<file path="src/rtl/pwm_multi_channel_if.sv">
// Register-write bus from the SPI register file into the PWM block.
// One-cycle strobe wr_en writes wr_duty into the pending duty of channel wr_ch.
//   wr_en   : write strobe
//   wr_ch   : target channel index
//   wr_duty : duty value
interface pwm_multi_channel_if #(
  parameter int NUM_CH = 16,
  parameter int RES    = 8
);
  localparam int CH_W = (NUM_CH > 1) ? $clog2(NUM_CH) : 1;

  logic            wr_en;
  logic [CH_W-1:0] wr_ch;
  logic [RES-1:0]  wr_duty;

  modport master (output wr_en, wr_ch, wr_duty);
  modport slave  (input  wr_en, wr_ch, wr_duty);
endinterface

</file>
<file path="src/rtl/pwm_multi_channel.sv">
// Multi-channel PWM generator with double-buffered per-channel duty.
// A prescaler produces a base tick every prescale+1 clocks; a shared period
// counter runs 0..2^RES-2 on ticks. Duty writes land in a pending register
// and are copied to the active register only when the period counter wraps,
// so no channel ever sees a duty change mid-period.
//   clk          : system clock
//   rst_n        : asynchronous active-low reset
//   en_out       : per-channel output enable
//   en_pwm       : per-channel PWM mode (0 = static high when enabled)
//   wr_bus       : duty write port (wr_en / wr_ch / wr_duty)
//   prescale     : base-tick divider
//   period_start : one-cycle pulse after the tick that wraps the counter
//   out          : registered channel outputs
module pwm_multi_channel #(
  parameter int NUM_CH  = 16,
  parameter int RES     = 8,
  parameter int PRESC_W = 8
) (
  input  logic                  clk,
  input  logic                  rst_n,
  input  logic [NUM_CH-1:0]     en_out,
  input  logic [NUM_CH-1:0]     en_pwm,
  pwm_multi_channel_if.slave    wr_bus,
  input  logic [PRESC_W-1:0]    prescale,
  output logic                  period_start,
  output logic [NUM_CH-1:0]     out
);
  localparam int CH_W = (NUM_CH > 1) ? $clog2(NUM_CH) : 1;
  // Counter runs 0..2^RES-2, giving a period of 2^RES-1 ticks so that a duty
  // of 2^RES-1 is a genuine constant high.
  localparam logic [RES-1:0] CNT_LAST = RES'((2 ** RES) - 2);

  logic [PRESC_W-1:0] presc_cnt;
  logic [RES-1:0]     cnt;
  logic               tick;
  logic               wrap;
  logic [RES-1:0]     pending [NUM_CH];
  logic [RES-1:0]     active  [NUM_CH];
  logic [NUM_CH-1:0]  pwm_raw;
  logic [NUM_CH-1:0]  out_next;

  // ">=" rather than "==" so lowering prescale below the running count
  // produces a tick on the very next cycle instead of a full roll-over.
  assign tick = (presc_cnt >= prescale);
  assign wrap = tick && (cnt == CNT_LAST);

  always_ff @(posedge clk or negedge rst_n) begin
    if (!rst_n) begin
      presc_cnt <= '0;
    end else if (tick) begin
      presc_cnt <= '0;
    end else begin
      presc_cnt <= presc_cnt + PRESC_W'(1);
    end
  end

  always_ff @(posedge clk or negedge rst_n) begin
    if (!rst_n) begin
      cnt          <= '0;
      period_start <= 1'b0;
    end else begin
      period_start <= wrap;
      if (wrap) begin
        cnt <= '0;
      end else if (tick) begin
        cnt <= cnt + RES'(1);
      end
    end
  end

  // Matching each channel index individually means an out-of-range wr_ch
  // simply matches nothing and the write is dropped.
  always_ff @(posedge clk or negedge rst_n) begin
    if (!rst_n) begin
      for (int i = 0; i < NUM_CH; i++) begin
        pending[i] <= '0;
      end
    end else begin
      for (int i = 0; i < NUM_CH; i++) begin
        if (wr_bus.wr_en && (wr_bus.wr_ch == CH_W'(i))) begin
          pending[i] <= wr_bus.wr_duty;
        end
      end
    end
  end

  // Uses pending as held before this edge, so a write coincident with a wrap
  // is deferred to the following period.
  always_ff @(posedge clk or negedge rst_n) begin
    if (!rst_n) begin
      for (int i = 0; i < NUM_CH; i++) begin
        active[i] <= '0;
      end
    end else if (wrap) begin
      for (int i = 0; i < NUM_CH; i++) begin
        active[i] <= pending[i];
      end
    end
  end

  always_comb begin
    pwm_raw  = '0;
    out_next = '0;
    for (int i = 0; i < NUM_CH; i++) begin
      pwm_raw[i]  = (cnt < active[i]);
      out_next[i] = en_out[i] & (~en_pwm[i] | pwm_raw[i]);
    end
  end

  always_ff @(posedge clk or negedge rst_n) begin
    if (!rst_n) begin
      out <= '0;
    end else begin
      out <= out_next;
    end
  end
endmodule
</file>
<file path="src/flat_wrapper.sv">
// flat-port wrapper written by rule: the top's interface ports become plain ports
module pwm_multi_channel_flat 
#(
  parameter int NUM_CH  = 16,
  parameter int RES     = 8,
  parameter int PRESC_W = 8
)
  (clk, rst_n, en_out, en_pwm, prescale, period_start, out, wr_bus_wr_en, wr_bus_wr_ch, wr_bus_wr_duty);
  pwm_multi_channel_if #(.NUM_CH(NUM_CH), .RES(RES)) wr_bus_i ();
  input  logic clk;
  input  logic rst_n;
  input  logic [NUM_CH-1:0] en_out;
  input  logic [NUM_CH-1:0] en_pwm;
  input  logic [PRESC_W-1:0] prescale;
  output logic period_start;
  output logic [NUM_CH-1:0] out;
  input wire logic [$bits(wr_bus_i.wr_en)-1:0] wr_bus_wr_en;
  input wire logic [$bits(wr_bus_i.wr_ch)-1:0] wr_bus_wr_ch;
  input wire logic [$bits(wr_bus_i.wr_duty)-1:0] wr_bus_wr_duty;
  assign wr_bus_i.wr_en = wr_bus_wr_en;
  assign wr_bus_i.wr_ch = wr_bus_wr_ch;
  assign wr_bus_i.wr_duty = wr_bus_wr_duty;
  pwm_multi_channel #(.NUM_CH(NUM_CH), .RES(RES), .PRESC_W(PRESC_W)) u_core (.clk(clk), .rst_n(rst_n), .en_out(en_out), .en_pwm(en_pwm), .wr_bus(wr_bus_i), .prescale(prescale), .period_start(period_start), .out(out));
endmodule
</file>
<file path="config.mk">
export PLATFORM = sky130hd
export DESIGN_NAME = pwm_multi_channel_flat
export DESIGN_NICKNAME = d
export VERILOG_FILES = /design/src/rtl/pwm_multi_channel_if.sv /design/src/rtl/pwm_multi_channel.sv /design/src/flat_wrapper.sv
export SDC_FILE = /design/constraint.sdc
export NUM_CORES = 1
export LEC_CHECK = 0
export ABC_CLOCK_PERIOD_IN_PS = 2950
export CAP_MARGIN = 40
export CORE_MARGIN = 4
export CORE_UTILIZATION = 35
export DETAILED_ROUTE_END_ITERATION = 8
export GPL_ROUTABILITY_DRIVEN = 0
export GPL_TIMING_DRIVEN = 0
export SYNTH_ARGS = -nofsm -noshare
export SYNTH_HDL_FRONTEND = slang
export SYNTH_SLANG_ARGS = --single-unit
</file>
<file path="constraint.sdc">
create_clock -name clk -period 2.95 [get_ports clk]
set_input_delay 0.295 -clock clk [delete_from_list [all_inputs] [get_ports clk]]
set_output_delay 0.295 -clock clk [all_outputs]
set_load 0.03 [all_outputs]
</file>
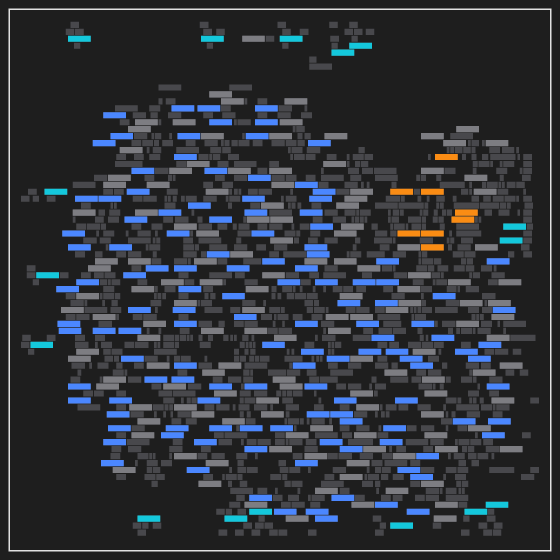
Fig. 1. Sequential cells grouped by signal name.
Other sequential cells in the stronger gray, the rest of the logic in the fainter gray.
Key: orange = u_core.cnt [sequential cells 8]; cyan = u_core.out [sequential cells 16, where spread over the die]; blue = u_core.pending [sequential cells 128]
Another 137 sequential cells are not colored.
flip-flop and latch share of the layout cell area: 0.421
area taken by flip-flops and latches: 7230 um2

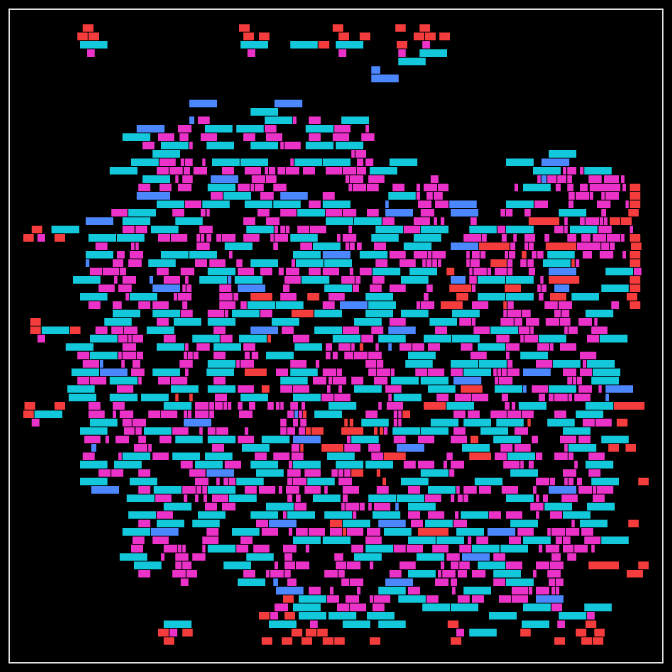
Fig. 2. Placed cells, one color a class.
Key: red = remaining buffers and delay cells [cells 118, share of their area 8.0%]; cyan = registers [cells 289, share of their area 44%]; blue = clock drivers and dummy loads [cells 55, share of their area 6.4%]; magenta = remaining logic cells [cells 751, share of their area 42%]
Post-Route Utilization: 0.420
core region area: 40800 um2
design area: 17200 um2
number of placement rows: 74

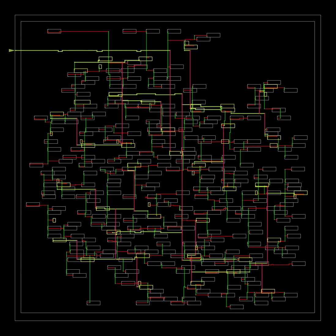
Fig. 3. Clock wiring as the flow saved it.
Num CTS Buffers: 36
worst-case clock skew: 0.00992 ns
later-pin clock latency in the skew report: 0.53 ns

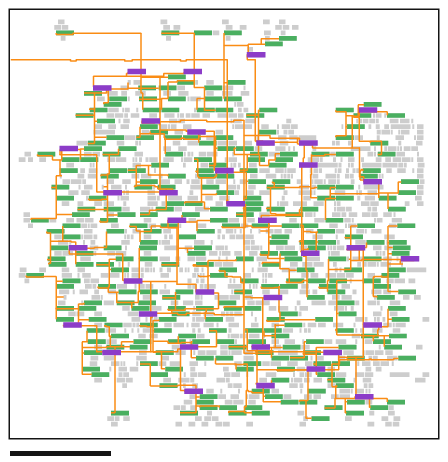
Fig. 4. Clock wires, drivers and flops.
Scale bar: 50 um.
Key: purple = clock-net drivers [count 36]; green = flip-flops [count 289]; orange = clock wires [length 4240 um]
There are 37 routed clock nets.
clock power share: 0.356
clock network power: 4040 uW

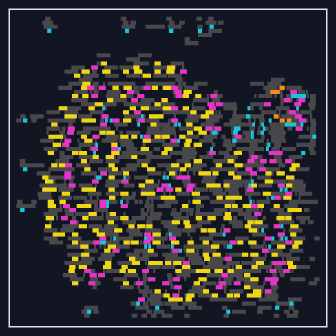
Fig. 5. Selected gate families.
Key: cyan = aoi and oai cells [cells 83, most used a21oi_1]; magenta = fa/ha/maj cells [cells 123, most used ha_1]; yellow = mux cells [cells 256, most used mux2_2]; orange = xor and xnor cells [cells 6, most used xor2_1]

==> COMMIT_EDITMSG <==
Store results of the implementation flow

- DRT Pass-1 Iters: 4
* Initial core utilization: 0.354
* Slowest Stage Delay on Critical Path: 0.70 ns
- Levels on crit path: 8
- Top cell class by occupied area: flip-flops and latches
- For this run, global-route usage on met2 was measured as 0.231.
- Per the log, the first TritonRoute iteration ended with a DRC count of 366.
* Yosys top cell area share: 0.501
- Total I/O pin count: 72
- The critical path contains buffers and inverters numbering 3 combined.
* Result of the run: finished, final reports clean
- Largest registers: u_core.active: 128 flops, u_core.pending: 128 flops, u_core.out: 16 flops
- The repair_antennas step left the layout with diodes totalling 0.
- The wire-length estimate of the detail-placed layout is 21300 um.
- Most Used Layer, Global Route: met2
- Static Leak: 0.00821 uW
* Yosys top cell by area: dfrtp_1
- The synthesis report lists the most area-consuming cells as dfrtp_1 50%, mux2_2 11%, mux2_4 11%.
- On met1, the global router reports a usage of 0.205.
* Post-synthesis adder-cell area fraction: 0.107
- Terminus of the critical flop-to-flop path: u_core.active[14]$_DFFE_PN0P_
- The global routing report lists combined usage of all routing layers as 0.145.
- Per the OpenROAD floorplan log, the width of the die is around 210 um.
* Detailed-route wire length: 31300 um
- The worst register-to-register path begins at u_core.cnt[1]$_DFFE_PN0P_.
* Share of flip-flops with an asynchronous set or reset: 1.00
* Number of tap cells added at floorplan: 532
- Clock-pin slew on the worst setup and hold paths: ~0.060 ns
- Floorplan die height: 211 um
- Clock sinks: a little under 300
- Dividing the synthesized area by the synthesized cell count gives 13.5 um2.
* Main kind of combinational logic by area: multiplexers
- The number of sequential cells reported for the layout is approximately 290.
- In this run the worst path has a maximum fanout of 13.
- The synthesized instance count is 1072.
- The routed design shows a via density per instance of ~4.8.
- In the detailed route, the total length drawn on met3 is 1340 um.
- The data required time reported for the critical path is 3.36 ns.
- Static timing analysis puts the maximum clock frequency at approximately 0.39 GHz.
* Chain of cells forming the critical path: buf_8 > ha_1 > nand2_1 > nor3_4 > nand2_4 > buf_6 > buf_6 > mux2_4
- In the finished design, the share of the clock period the worst path needs comes to 0.874.
* Number of slew-limit violations in the final report: 0
- STA classifies the critical path startpoint as a register.
* Share of post-route cells with drive strength above 1: 0.294
- After routing, the total negative slack on setup checks comes to 0 ns.
* Slowest stage cell on the critical path: dfrtp_1
- Total vias in the final route: 8451
* Maxcap violations: 0
* Post-place instance area: 16100 um2
* Antenna-violating nets left: 0
- Final period demand of the worst path: between 2 and 3 ns
- Multi-input combinational cells in the finished layout were counted as about 630.
- The tool warning count for the run is 27.
* Logic cell area: 6440 um2
- In this run, synthesis inferred 0 flip-flops with an integrated enable.
* DRC violation count after routing: 0
- Largest net degree at the start of global routing: 93
- Number of antenna violations at the first check in global routing: 2
- Power spread over the standard cell area amounts to around 660 nW/um2.
- TritonCTS built the clock tree.
- Tally of clock buffers in the finished layout: 49
* Worst min-delay path category: in -> async
- IR analysis of the VDD net gives a maximum drop of 0.300 mV.
- XORs/XNORs by Area: 0.00364
* Most repeated cell in the gate-level netlist after synthesis: dfrtp_1
- The layout has 122 inverters outside the clock class.
* Critical Path Source: u_core.cnt[1]$_DFFE_PN0P_
- STA classifies the critical path endpoint as a register.
- Slew margin rel.: 0.437
- Of the synthesized area, sequential elements account for 0.501.
- Via count of the first global-routing pass: 9055
- Per STA, the endpoint of the critical path is u_core.active[14]$_DFFE_PN0P_.
- Remaining global-route overflow: 0
- H-tree lvl count: 2
- Including well taps, the total number of placed cells is roughly 1700.
- Multi-input gate share of the layout cell area: 0.375
- Min Hold Slack: 0.260 ns
* Routed length on met1: 14800 um
- The synthesis report names the predominant flop master as dfrtp_1.
- Leading cell types in the layout, fill and taps excluded: 289 x dfrtp_1, 147 x mux2_2, 123 x ha_1
* Area of the synthesized netlist per yosys stat: 14400 um2
- Simple-gate share of the synthesized area: 0.0410
* Growth of design area from synthesis to finish: 18.8%
* Number of inserted filler cells in the final layout: 3773
- Top post-synthesis cells by count: 289 x dfrtp_1, 147 x mux2_2, 123 x ha_1
- The number of gates resized after CTS was 0.
- Number of synthesized register bits: 289
-- power breakdown --
group	total, uW	leakage, uW	internal [uW]	switching [uW]
combinational	2430	0.00391	1240	1180
clock	4040	0.000516	2410	1630
sequential	4870	0.00378	4500	367
total	11300	0.00821	8160	3180
-- how the worst min path moves through the flow --
stage	to	slack [ns]	cells past startpoint
2_1_floorplan	u_core.active[0]$_DFFE_PN0P_	-0.0006	0
3_3_place_gp	u_core.active[119]$_DFFE_PN0P_	0.48	1
3_5_place_dp	u_core.out[6]$_DFF_PN0_	0.22	1
4_1_cts	u_core.out[6]$_DFF_PN0_	0.25	2
5_1_grt	u_core.active[69]$_DFFE_PN0P_	0.29	2
6_report	u_core.active[69]$_DFFE_PN0P_	0.26	2
Power figures rest on the tool's default switching activity, not on a simulated workload.
